--- config.mk ---
export PLATFORM = sky130hd
export DESIGN_NAME = mem_access_unit
export DESIGN_NICKNAME = d
export VERILOG_FILES = /design/src/rtl/mem_access_unit.sv
export SDC_FILE = /design/constraint.sdc
export NUM_CORES = 1
export LEC_CHECK = 0
export CELL_PAD_IN_SITES_DETAIL_PLACEMENT = 1
export CELL_PAD_IN_SITES_GLOBAL_PLACEMENT = 1
export CORE_UTILIZATION = 32
export DETAILED_ROUTE_END_ITERATION = 16
export MAX_ROUTING_LAYER = met4
export PLACE_DENSITY_LB_ADDON = 0.05
export RECOVER_POWER = 25
export SYNTH_ARGS = -nofsm -noshare
export SYNTH_HDL_FRONTEND = slang
export SYNTH_SLANG_ARGS = --single-unit
--- constraint.sdc ---
create_clock -name Clk -period 2.6 [get_ports Clk]
set_clock_uncertainty 0.05 [all_clocks]
set_input_delay 0.52 -clock Clk [delete_from_list [all_inputs] [get_ports Clk]]
set_output_delay 0.52 -clock Clk [all_outputs]
set_load 0.03 [all_outputs]
--- src/rtl/mem_access_unit.sv ---
// Load/store unit between the EX/MEM register and a word-wide DataMemory.
// Handles big-endian sub-word loads directly and sub-word stores with a read-modify-write.
module mem_access_unit (
  input  logic        Clk,
  input  logic        Rst,
  input  logic [31:0] Address,
  input  logic [31:0] WriteData,
  input  logic        MemWrite,
  input  logic        MemRead,
  input  logic [1:0]  Size,
  input  logic        SignExt,
  output logic [31:0] DmAddress,
  output logic [31:0] DmWriteData,
  output logic        DmMemWrite,
  output logic        DmMemRead,
  input  logic [31:0] DmReadData,
  output logic [31:0] ReadData,
  output logic        Stall,
  output logic        MisalignErr,
  output logic [31:0] ErrAddress
);

  typedef enum logic {IDLE, MERGE} state_t;

  state_t      state, stateNext;
  logic [31:0] mergeWord, mergeAddr;
  logic [15:0] mergeData;
  logic [1:0]  mergeOff, mergeSize;

  logic        isHalf, isByte, misaligned, access;
  logic        latchMerge, flagErr;
  logic [31:0] loadVal;

  assign isHalf     = (Size == 2'b01);
  assign isByte     = (Size == 2'b10);
  assign access     = MemWrite | MemRead;
  // Size 11 falls through to the word rule
  assign misaligned = isByte ? 1'b0 : (isHalf ? Address[0] : (Address[1:0] != 2'b00));

  // Replace the addressed big-endian lane(s) of the latched word
  function automatic logic [31:0] mergeLane(input logic [31:0] w, input logic [15:0] d,
                                            input logic [1:0] off, input logic [1:0] sz);
    logic [31:0] r;
    r = w;
    if (sz == 2'b10) begin
      case (off)
        2'd0: r = {d[7:0], w[23:0]};
        2'd1: r = {w[31:24], d[7:0], w[15:0]};
        2'd2: r = {w[31:16], d[7:0], w[7:0]};
        2'd3: r = {w[31:8], d[7:0]};
      endcase
    end else begin
      r = off[1] ? {w[31:16], d} : {d, w[15:0]};
    end
    return r;
  endfunction

  always_comb begin
    logic [7:0]  b;
    logic [15:0] h;
    loadVal = DmReadData;
    case (Address[1:0])
      2'd0:    b = DmReadData[31:24];
      2'd1:    b = DmReadData[23:16];
      2'd2:    b = DmReadData[15:8];
      default: b = DmReadData[7:0];
    endcase
    h = Address[1] ? DmReadData[15:0] : DmReadData[31:16];
    if (isByte)
      loadVal = {{24{SignExt & b[7]}}, b};
    else if (isHalf)
      loadVal = {{16{SignExt & h[15]}}, h};
  end

  always_comb begin
    stateNext   = state;
    DmAddress   = {Address[31:2], 2'b00};
    DmWriteData = WriteData;
    DmMemWrite  = 1'b0;
    DmMemRead   = 1'b0;
    ReadData    = 32'h0;
    Stall       = 1'b0;
    latchMerge  = 1'b0;
    flagErr     = 1'b0;
    // Reset gates every strobe, which also drops a pending merge write
    if (!Rst) begin
      case (state)
        IDLE: begin
          if (access && misaligned) begin
            flagErr = 1'b1;
          end else if (MemWrite) begin
            if (isHalf || isByte) begin
              DmMemRead  = 1'b1;
              Stall      = 1'b1;
              latchMerge = 1'b1;
              stateNext  = MERGE;
            end else begin
              DmMemWrite = 1'b1;
            end
          end else if (MemRead) begin
            DmMemRead = 1'b1;
            ReadData  = loadVal;
          end
        end
        MERGE: begin
          DmAddress   = mergeAddr;
          DmWriteData = mergeLane(mergeWord, mergeData, mergeOff, mergeSize);
          DmMemWrite  = 1'b1;
          stateNext   = IDLE;
        end
      endcase
    end
  end

  always_ff @(posedge Clk) begin
    if (Rst) begin
      state       <= IDLE;
      mergeWord   <= 32'h0;
      mergeAddr   <= 32'h0;
      mergeData   <= 16'h0;
      mergeOff    <= 2'b00;
      mergeSize   <= 2'b00;
      MisalignErr <= 1'b0;
      ErrAddress  <= 32'h0;
    end else begin
      state <= stateNext;
      if (latchMerge) begin
        mergeWord <= DmReadData;
        mergeAddr <= {Address[31:2], 2'b00};
        mergeData <= WriteData[15:0];
        mergeOff  <= Address[1:0];
        mergeSize <= Size;
      end
      if (flagErr) begin
        MisalignErr <= 1'b1;
        if (!MisalignErr) ErrAddress <= Address;
      end
    end
  end

endmodule

Fig. 1: signal wires on met1
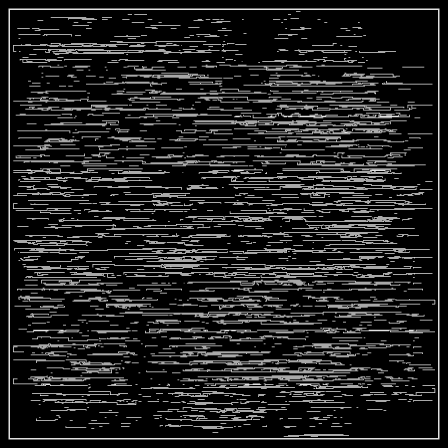
The layer holds 43% of the routed length. 1093 nets have wire on it.
Vias: 7569
grt met1 use: 31.9%
overall routed net length: 28500 um

Fig. 2: met2 routing
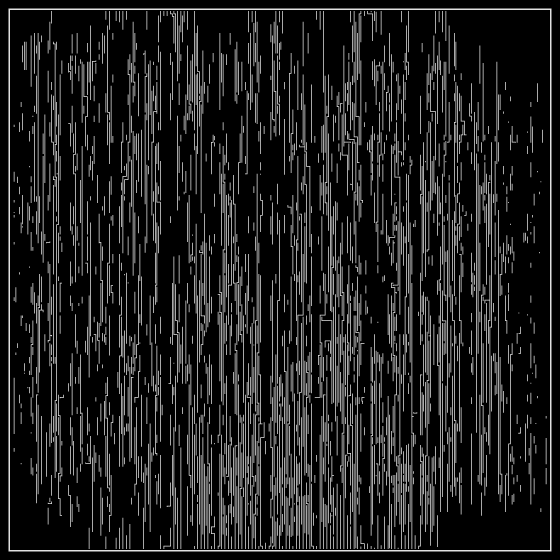
The longest straight run is 76.8 um. The layer holds 50% of the routed length. The layer carries 14100 um of wire. The wires run mostly vertical.
GR Layer Usage met2: 43.9%

Fig. 3: M3 wires
Bar = 50 um. Cells faint in the background.
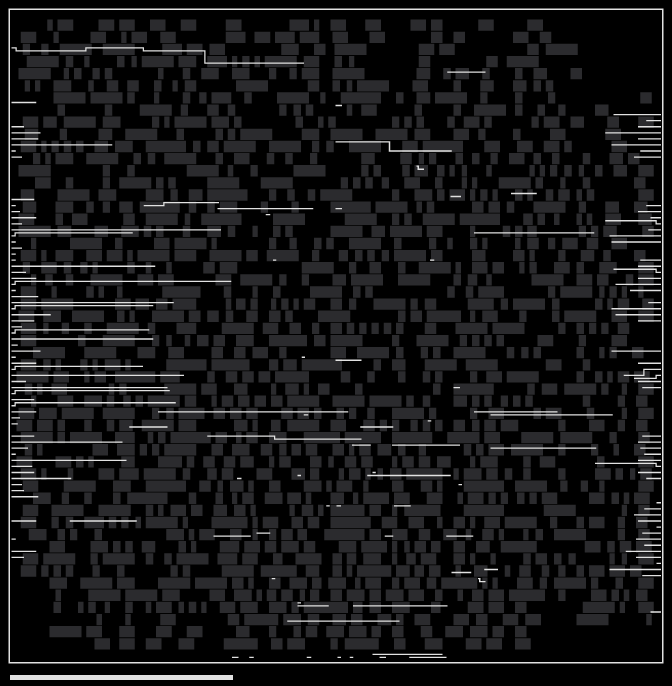
The longest straight run is 48.3 um. The layer carries 1530 um of wire. 143 nets have wire on it. The layer holds 5.4% of the routed length. The wires run mostly horizontal.
met3 track demand over resource: 6.16%

Fig. 4: the metal 4 layer
Bar = 50 um.
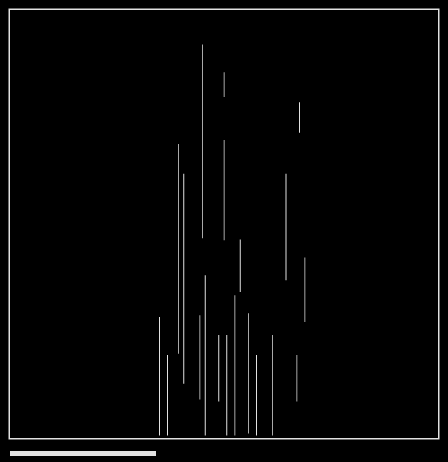
The layer carries 709 um of wire. The longest straight run is 71.4 um. The wires run mostly vertical.

Fig. 5: congestion heat map
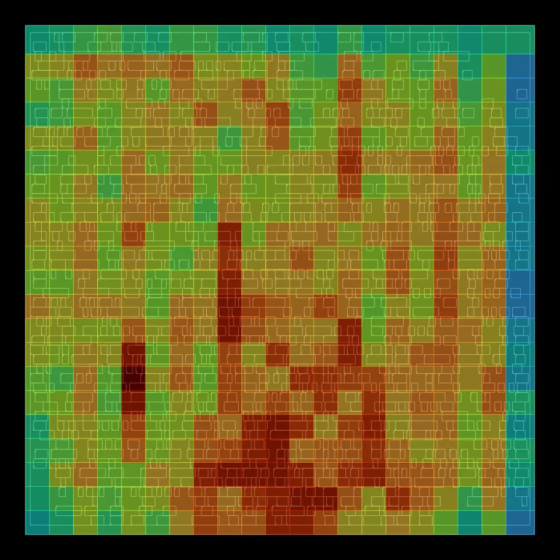
final cell utilization of the core: 52.4%
busiest grt layer: met2
Wirelength per Cell: 19.9 um
overall track demand over capacity in global routing: 26.8%

-- synthesized netlist by cell type (2+ instances only) --
library cell               count
sky130_fd_sc_hd__nor2b_1       3
sky130_fd_sc_hd__ha_1          2
sky130_fd_sc_hd__a31oi_1       9
sky130_fd_sc_hd__buf_6         8
sky130_fd_sc_hd__nand2b_1     20
sky130_fd_sc_hd__mux2i_1      35
sky130_fd_sc_hd__a21oi_1     153
sky130_fd_sc_hd__nor2_1        9
sky130_fd_sc_hd__buf_4         5
sky130_fd_sc_hd__dfxtp_1     116
sky130_fd_sc_hd__o21ai_1      86
sky130_fd_sc_hd__a22o_1       15
sky130_fd_sc_hd__nand3_1      97
sky130_fd_sc_hd__o31ai_1       2
sky130_fd_sc_hd__inv_1         6
sky130_fd_sc_hd__a21o_1        8
sky130_fd_sc_hd__clkbuf_2      7
sky130_fd_sc_hd__nand2_1     147
sky130_fd_sc_hd__nor4b_2       2
sky130_fd_sc_hd__clkbuf_1     34
sky130_fd_sc_hd__o21ai_0      20
sky130_fd_sc_hd__mux4_2        7
sky130_fd_sc_hd__mux2_2       30
sky130_fd_sc_hd__buf_2        37
-- logic make-up (layout without fill, tap and decap cells) --
| kind of cell | Yosys count | count (layout) | synth area share, % |
|---|---|---|---|
| AOI/OAI and AO/OA | 305 | 305 | 25.3 |
| and+or+nand+nor | 281 | 281 | 19.1 |
| DFF | 116 | 116 | 34.9 |
| buffers and inverters | 99 | 383 | 7.60 |
| muxes | 72 | 72 | 12.7 |
| adders and majority gates | 2 | 2 | 0.376 |
| other | 1 | 6 | 0.0564 |
-- flip-flops by register name, summed over array words and instances (netlist names) --
signal	flops
MisalignErr	1
mergeOff	2
mergeAddr	30
ErrAddress	32
mergeWord	32
state	1
mergeData	16
mergeSize	2
==> Table 3: Implementation characteristics <==
Implementation parameters

Parameter                              Value

Finish
  Final instance area .................. 0.0106 mm2
  Layout area overhead .................. 59.7%
  Comb area .................. 0.00409 mm2
  Number of fillers in the final layout .................. 2412
  Register area .................. 0.00233 mm2
  Number of cells in the finished layout apart from fillers .................. 1435

GRT
  Global-route wire length before repair .................. 43600 um
  Initial antenna violation count .................. 4

Worst setup path
  Critical path capture point .................. ReadData[10]
  Critical path peak fanout .................. 6
  Crit-path cells .................. clkdlybuf4s15_1 -> buf_6 -> mux2i_4 -> o221ai_2 -> o211ai_1 -> buf_4 -> buf_16 -> a31oi_1 -> buf_4
  Critical Path Source Type .................. input port
  Worst endpoint data arrival time .................. 2.04 ns
  Buffers and inverters on the worst path .................. 5
  Source of the worst register-to-register timing path .................. state
  Crit-path most repeated cell .................. sky130_fd_sc_hd__buf_4

Drt
  Drt pass-1 iters .................. 4
  WL met3 .................. 1530 um
  DRC marker count from the first detailed-route iteration .................. 293
  Vias/cell .................. 5.27

Clocking
  Insertion Delay late pin .................. 0.42 ns
  Clock sink count .................. 116
  Maximum root-to-sink buffer count .................. 2
  CTS clock-pin slew for the worst setup and hold paths .................. 0.06 ns

Outcome
  Result of the run .................. finished with violations
  Violated checks .................. setup timing

Placement
  Pre-CTS setup slack .................. -0.362 ns
  Number of port buffers .................. 232

Yosys
  Yosys top cell by area .................. sky130_fd_sc_hd__dfxtp_1
  Cell count after synthesis .................. 876
  Top area contributor share .................. 34.9%

Die
  Number of I/O pins .................. 235
  Vertical die size .................. 146 um
  Tap cells .................. 270
  Core utilization before placement .................. 32.8%
  Core ar. .................. 0.0203 mm2

Final timing
  Slack of the critical path .................. -0.00719 ns
  Top achievable clock speed .................. 0.384 GHz
  # setup viols final .................. 2
  Hold Slack .................. 0.403 ns
  Post-route minimum period .................. 2.61 ns
  Final count of hold timing violations .................. 0

Power and ir drop
  Psw .................. 0.00183 W
  Share of power burned in registers .................. 34.2%

Flow run
  Tally of max-capacitance violations .................. 0

Worst hold path
  Endpoint of the worst hold-timing path .................. ErrAddress[3]
Power is estimated from default activity; no workload was simulated.
